--- src/rtl/nes_joypad_reader.sv ---
// NES serial joypad initiator: latch, 8 shift pulses, one button byte per scan.
// Request to o_valid is 1+19T cycles; requests arriving mid-scan merge into one pending rescan.
module nes_joypad_reader #(
  parameter int C_clk_hz  = 21477272,
  parameter int C_half_us = 6,
  parameter int C_poll_hz = 60
) (
  input  logic       clock,
  input  logic       reset,
  input  logic       i_poll,
  input  logic       joy_data,
  output logic       joy_strobe,
  output logic       joy_clock,
  output logic [7:0] o_buttons,
  output logic       o_present,
  output logic       o_valid,
  output logic       o_busy
);

  localparam longint T_L = (longint'(C_clk_hz) * longint'(C_half_us)) / 64'd1000000;
  localparam int T  = int'(T_L);
  localparam int P  = (C_poll_hz > 0) ? C_clk_hz / ((C_poll_hz > 0) ? C_poll_hz : 1) : 2;
  localparam int CW = $clog2(2 * T);
  localparam int PW = (P > 1) ? $clog2(P) : 1;

  localparam logic [CW-1:0] HALF_LAST  = CW'(T - 1);
  localparam logic [CW-1:0] LATCH_LAST = CW'(2 * T - 1);
  localparam logic [PW-1:0] POLL_LAST  = PW'(P - 1);

  typedef enum logic [2:0] {
    S_IDLE,
    S_LATCH,
    S_GAP,
    S_HI,
    S_LO,
    S_DONE
  } state_t;

  state_t          state;
  logic [CW-1:0]   cnt;
  logic [3:0]      pulse;
  logic [7:0]      raw;
  logic [PW-1:0]   poll_cnt;
  logic            pending;
  logic            sync1;
  logic            sync2;
  logic            auto_req;
  logic            req;

  // Pad data is asynchronous to clock; no reset so it never gates the flops.
  always_ff @(posedge clock) begin
    sync1 <= joy_data;
    sync2 <= sync1;
  end

  assign auto_req = (C_poll_hz > 0) && (poll_cnt == POLL_LAST);
  assign req      = i_poll | auto_req;

  always_ff @(posedge clock) begin
    if (reset) begin
      state      <= S_IDLE;
      cnt        <= '0;
      pulse      <= '0;
      raw        <= '0;
      poll_cnt   <= '0;
      pending    <= 1'b0;
      joy_strobe <= 1'b0;
      joy_clock  <= 1'b0;
      o_buttons  <= '0;
      o_present  <= 1'b0;
      o_valid    <= 1'b0;
      o_busy     <= 1'b0;
    end else begin
      o_valid <= 1'b0;
      if (C_poll_hz > 0) poll_cnt <= auto_req ? '0 : poll_cnt + 1'b1;
      if (state != S_IDLE) pending <= pending | req;

      case (state)
        S_IDLE: begin
          if (req || pending) begin
            state      <= S_LATCH;
            cnt        <= '0;
            joy_strobe <= 1'b1;
            o_busy     <= 1'b1;
            pending    <= 1'b0;
          end
        end
        S_LATCH: begin
          if (cnt == LATCH_LAST) begin
            state      <= S_GAP;
            cnt        <= '0;
            joy_strobe <= 1'b0;
          end else begin
            cnt <= cnt + 1'b1;
          end
        end
        S_GAP: begin
          if (cnt == HALF_LAST) begin
            raw[0]    <= sync2;
            state     <= S_HI;
            cnt       <= '0;
            pulse     <= 4'd1;
            joy_clock <= 1'b1;
          end else begin
            cnt <= cnt + 1'b1;
          end
        end
        S_HI: begin
          if (cnt == HALF_LAST) begin
            state     <= S_LO;
            cnt       <= '0;
            joy_clock <= 1'b0;
          end else begin
            cnt <= cnt + 1'b1;
          end
        end
        S_LO: begin
          if (cnt == HALF_LAST) begin
            cnt <= '0;
            // Ninth bit is the pad's grounded serial input: low means a pad is attached.
            if (pulse == 4'd8) begin
              state     <= S_DONE;
              o_buttons <= ~raw;
              o_present <= ~sync2;
              o_valid   <= 1'b1;
              o_busy    <= 1'b0;
            end else begin
              raw[pulse[2:0]] <= sync2;
              pulse           <= pulse + 1'b1;
              state           <= S_HI;
              joy_clock       <= 1'b1;
            end
          end else begin
            cnt <= cnt + 1'b1;
          end
        end
        S_DONE:  state <= S_IDLE;
        default: state <= S_IDLE;
      endcase
    end
  end

endmodule

--- config.mk ---
export PLATFORM = sky130hd
export DESIGN_NAME = nes_joypad_reader
export DESIGN_NICKNAME = d
export VERILOG_FILES = /design/src/rtl/nes_joypad_reader.sv
export SDC_FILE = /design/constraint.sdc
export NUM_CORES = 1
export LEC_CHECK = 0
export ABC_AREA = 0
export CAP_MARGIN = 0
export CORE_ASPECT_RATIO = 2
export CORE_MARGIN = 2
export CORE_UTILIZATION = 24
export CTS_CLUSTER_SIZE = 20
export DETAILED_ROUTE_END_ITERATION = 8
export GPL_TIMING_DRIVEN = 0
export PLACE_DENSITY = 0.48
export SLEW_MARGIN = 15
export SYNTH_ARGS = -nofsm -noshare
export SYNTH_HDL_FRONTEND = slang
export SYNTH_SLANG_ARGS = --single-unit
--- constraint.sdc ---
create_clock -name clock -period 2.5 [get_ports clock]
set_input_delay 0.25 -clock clock [delete_from_list [all_inputs] [get_ports clock]]
set_output_delay 0.25 -clock clock [all_outputs]
set_load 0.02 [all_outputs]
==> images/metal_stack.png <==
Scale: 4 px per um. Two of the layers only.
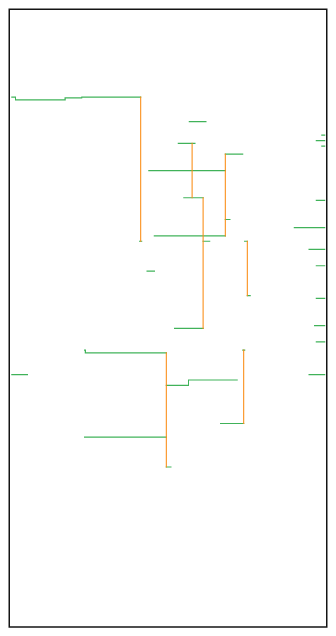
colour	layer	wire length
orange	met4	163 um
green	met3	203 um
drt wl/cell: 13.5 um
vias post-DR: 2,267
final WL: 6.55 mm

==> images/met1.png <==
Scale: 4 px per um. Supply wires on this layer in grey.
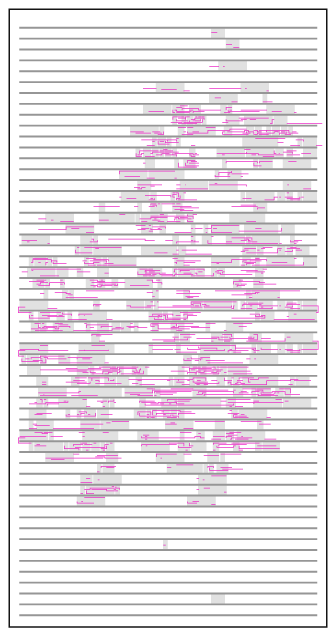
longest straight run	22.1 um
share of all routed wire	39%
wire length on this layer	2,550 um
main direction	horizontal
nets with wire on the layer	326

==> images/registers.png <==
Scale: 4 px per um. Other sequential cells in the stronger grey, the rest of the logic in the fainter grey.
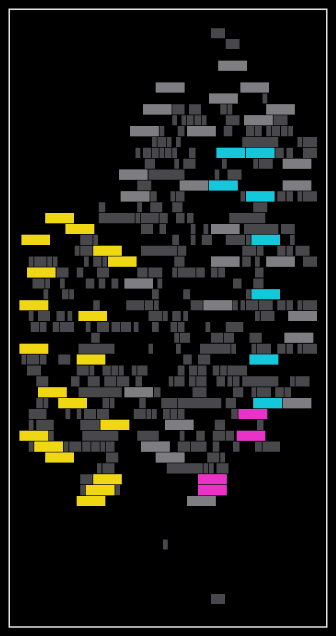
colour	netlist name	sequential cells
yellow	`poll_cnt`	19
magenta	`pulse`	4
cyan	`raw`	8
not coloured	27
flop share of the area: 34.3%
Seq. cell area: 1160 um2
Layout Utilization: 31.0%
Seq group: 0.957 mW

==> images/final_congestion.png <==
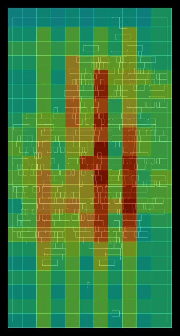
met1 usage: 11.1%
All-Layer GR Usage: 11.6%
met3 Track Usage GR: 3.76%
met2 usage: 21.3%
global route hottest layer: met2

==> images/met4.png <==
Scale: 4 px per um. Supply wires on this layer in grey.
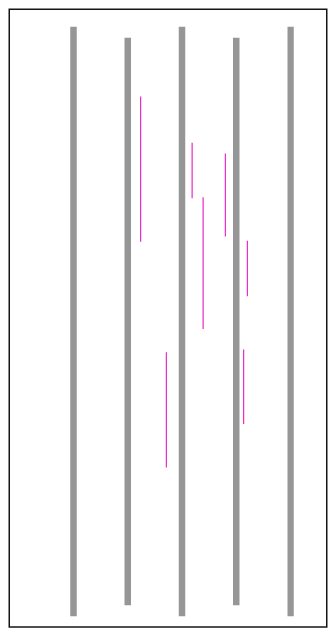
wire length on this layer	163 um
share of all routed wire	2.5%
nets with wire on the layer	5

==> flow_summary.json <==
{
  "yosys.area.top_type": "dfxtp_1",
  "ys_cells": 313,
  "num_io_pins": 17,
  "postSynthAreaPerCell_um2": 8.63,
  "netlist_instances": 313,
  "ys.flops": 58,
  "status": "finished clean",
  "cts_resized": 3,
  "antenna_cells": 0,
  "yosys-top-cells-count": "dfxtp_1, nor2_1, nand2_1",
  "gr-total-overflow": 0,
  "arrival_ns": 2.47,
  "die-width_um": 79.0,
  "yosysSeqAreaShare_pct": 43.0,
  "route.detailed.drc": 0,
  "hold_start": "sync1",
  "topCellsByArea": "dfxtp_1, nor2_1, xor2_1",
  "fp_util_pct": 24.7,
  "initialDrtViolationCount": 95,
  "drv_cap": 0,
  "syn_to_final_growth_pct": 25.4,
  "detail-route-antenna-nets": 0,
  "yosysWarnings": 0,
  "die_h_um": 154,
  "hp-class": "flip-flop to flip-flop",
  "netlist_area_um2": 2700,
  "synth_top_flop_cell": "dfxtp_1",
  "clk-insertion-delay-late_ns": 0.33,
  "fin_crit_sh_pct": 91.0,
  "gp_congestion": 0.781,
  "root_buffer": "clkbuf_16",
  "cts_tree": "yes",
  "grt_pass1_vias": 2324,
  "clk_pin_slew_ns": 0.06,
  "grt_pass1_wl_mm": 11.0,
  "synth.most_common_cell": "dfxtp_1",
  "rows": 54,
  "holdWs_ns": 0.326,
  "crit_required_ns": 2.70,
  "crit_fanout": 10,
  "netlist-cell-type-count": 51,
  "design.core.area_um2": 10900,
  "async_flop_share_pct": 0,
  "ys_area_um2": 2700,
  "clock.fmax_mhz": 440,
  "cts_max_path_buffers": 2,
  "holdPathStages": 0,
  "timing.rr.end": "raw[2]"
}
-- state kept, by name, summed over array words and instances, names as in the netlist --
name / flops
joy_clock: 1
o_buttons: 8
pulse: 4
sync2: 1
poll_cnt: 19
raw: 8
o_present: 1
o_valid: 1
joy_strobe: 1
cnt: 8
state: 3
sync1: 1
o_busy: 1
pending: 1
-- stage by stage --
step           utilization [%]  std cells  setup slack (ns)  instance area (um2)  TNS (ns)
2_1_floorplan                -        313             0.315                 2700         0
3_3_place_gp              27.7        468            -0.158                 3030    -0.173
3_5_place_dp              27.7        468            -0.170                 3030    -0.267
4_1_cts                   30.9        485            0.0170                 3380         0
5_1_grt                   31.0        485            0.0372                 3390         0
6_report                  31.0        485             0.226                 3390         0
-- cell usage in the layout (no fill, tap or decap), types with 4 or more instances in the layout --
| cell | Yosys | final |
|---|---|---|
| nand2b_1 | 11 | 11 |
| xnor2_1 | 5 | 5 |
| ha_1 | 5 | 5 |
| clkdlybuf4s50_1 | 0 | 15 |
| nand2_1 | 25 | 25 |
| xor2_1 | 15 | 15 |
| dfxtp_1 | 58 | 58 |
| mux2i_1 | 10 | 10 |
| inv_1 | 9 | 9 |
| o21ai_0 | 6 | 5 |
| a31oi_1 | 4 | 4 |
| nand3_1 | 18 | 18 |
| clkbuf_16 | 0 | 9 |
| and3_1 | 8 | 8 |
| a21oi_1 | 17 | 17 |
| nand4_1 | 7 | 7 |
| nor3_1 | 9 | 9 |
| clkbuf_1 | 10 | 8 |
| nor2_1 | 45 | 45 |
-- layout make-up --
cell class,count,area (um2)
plain buffers,15,70.1
clock buffers,12,267
repair buffers,16,158
well taps,140,175
flip-flops and latches,58,1160
multi-input cells,230,1450
inverters,10,37.5
fillers,1175,7560
clock inverters,4,72.6
-- worst max-delay path: stages (launching register included) --
cell and delay, ns:
dfxtp_1 0.33, clkbuf_2 0.25, inv_1 0.11, ha_1 0.24
and3b_1 0.24, nor4_4 0.37, nor4b_4 0.30, mux2i_1 0.23
nor2_1 0.05
-- per-layer routing --
metal	share of wire (%)	routed length, um	vias up
met2	55	3630	34
met5	0	0	-
met4	2.5	163	0
met1	39	2550	1061
met3	3.1	202	19
li1	-	-	1153
-- how the worst max path moves through the flow --
stage / startpoint / to / slack, ns
floorplan: pulse[0] / pulse[1] / 0.32
global placement: pulse[0] / pulse[1] / -0.16
global route: pulse[0] / raw[2] / 0.04
finish: pulse[0] / raw[2] / 0.23
CTS: pulse[1] / pulse[1] / 0.02
detailed placement: pulse[0] / pulse[1] / -0.17
-- cells by family (layout without fill, tap and decap cells) --
family / Yosys count / in the layout / synth area share, %
DFF: 58 / 58 / 43.0
adders and majority gates: 5 / 5 / 2.32
buffers and inverters: 25 / 57 / 3.89
and+or+nand+nor: 148 / 148 / 28.9
muxes: 10 / 10 / 3.71
xor gates and xnor gates: 20 / 20 / 6.48
AOI/OAI and AO/OA: 47 / 47 / 11.7
-- power by group --
group | leakage (nW) | switching [mW] | internal, mW
sequential | 0.469 | 0.0147 | 0.943
clock | 0.165 | 0.424 | 0.950
combinational | 0.555 | 0.0946 | 0.0500
No activity file was given, so power comes from the tool's default toggle rates.
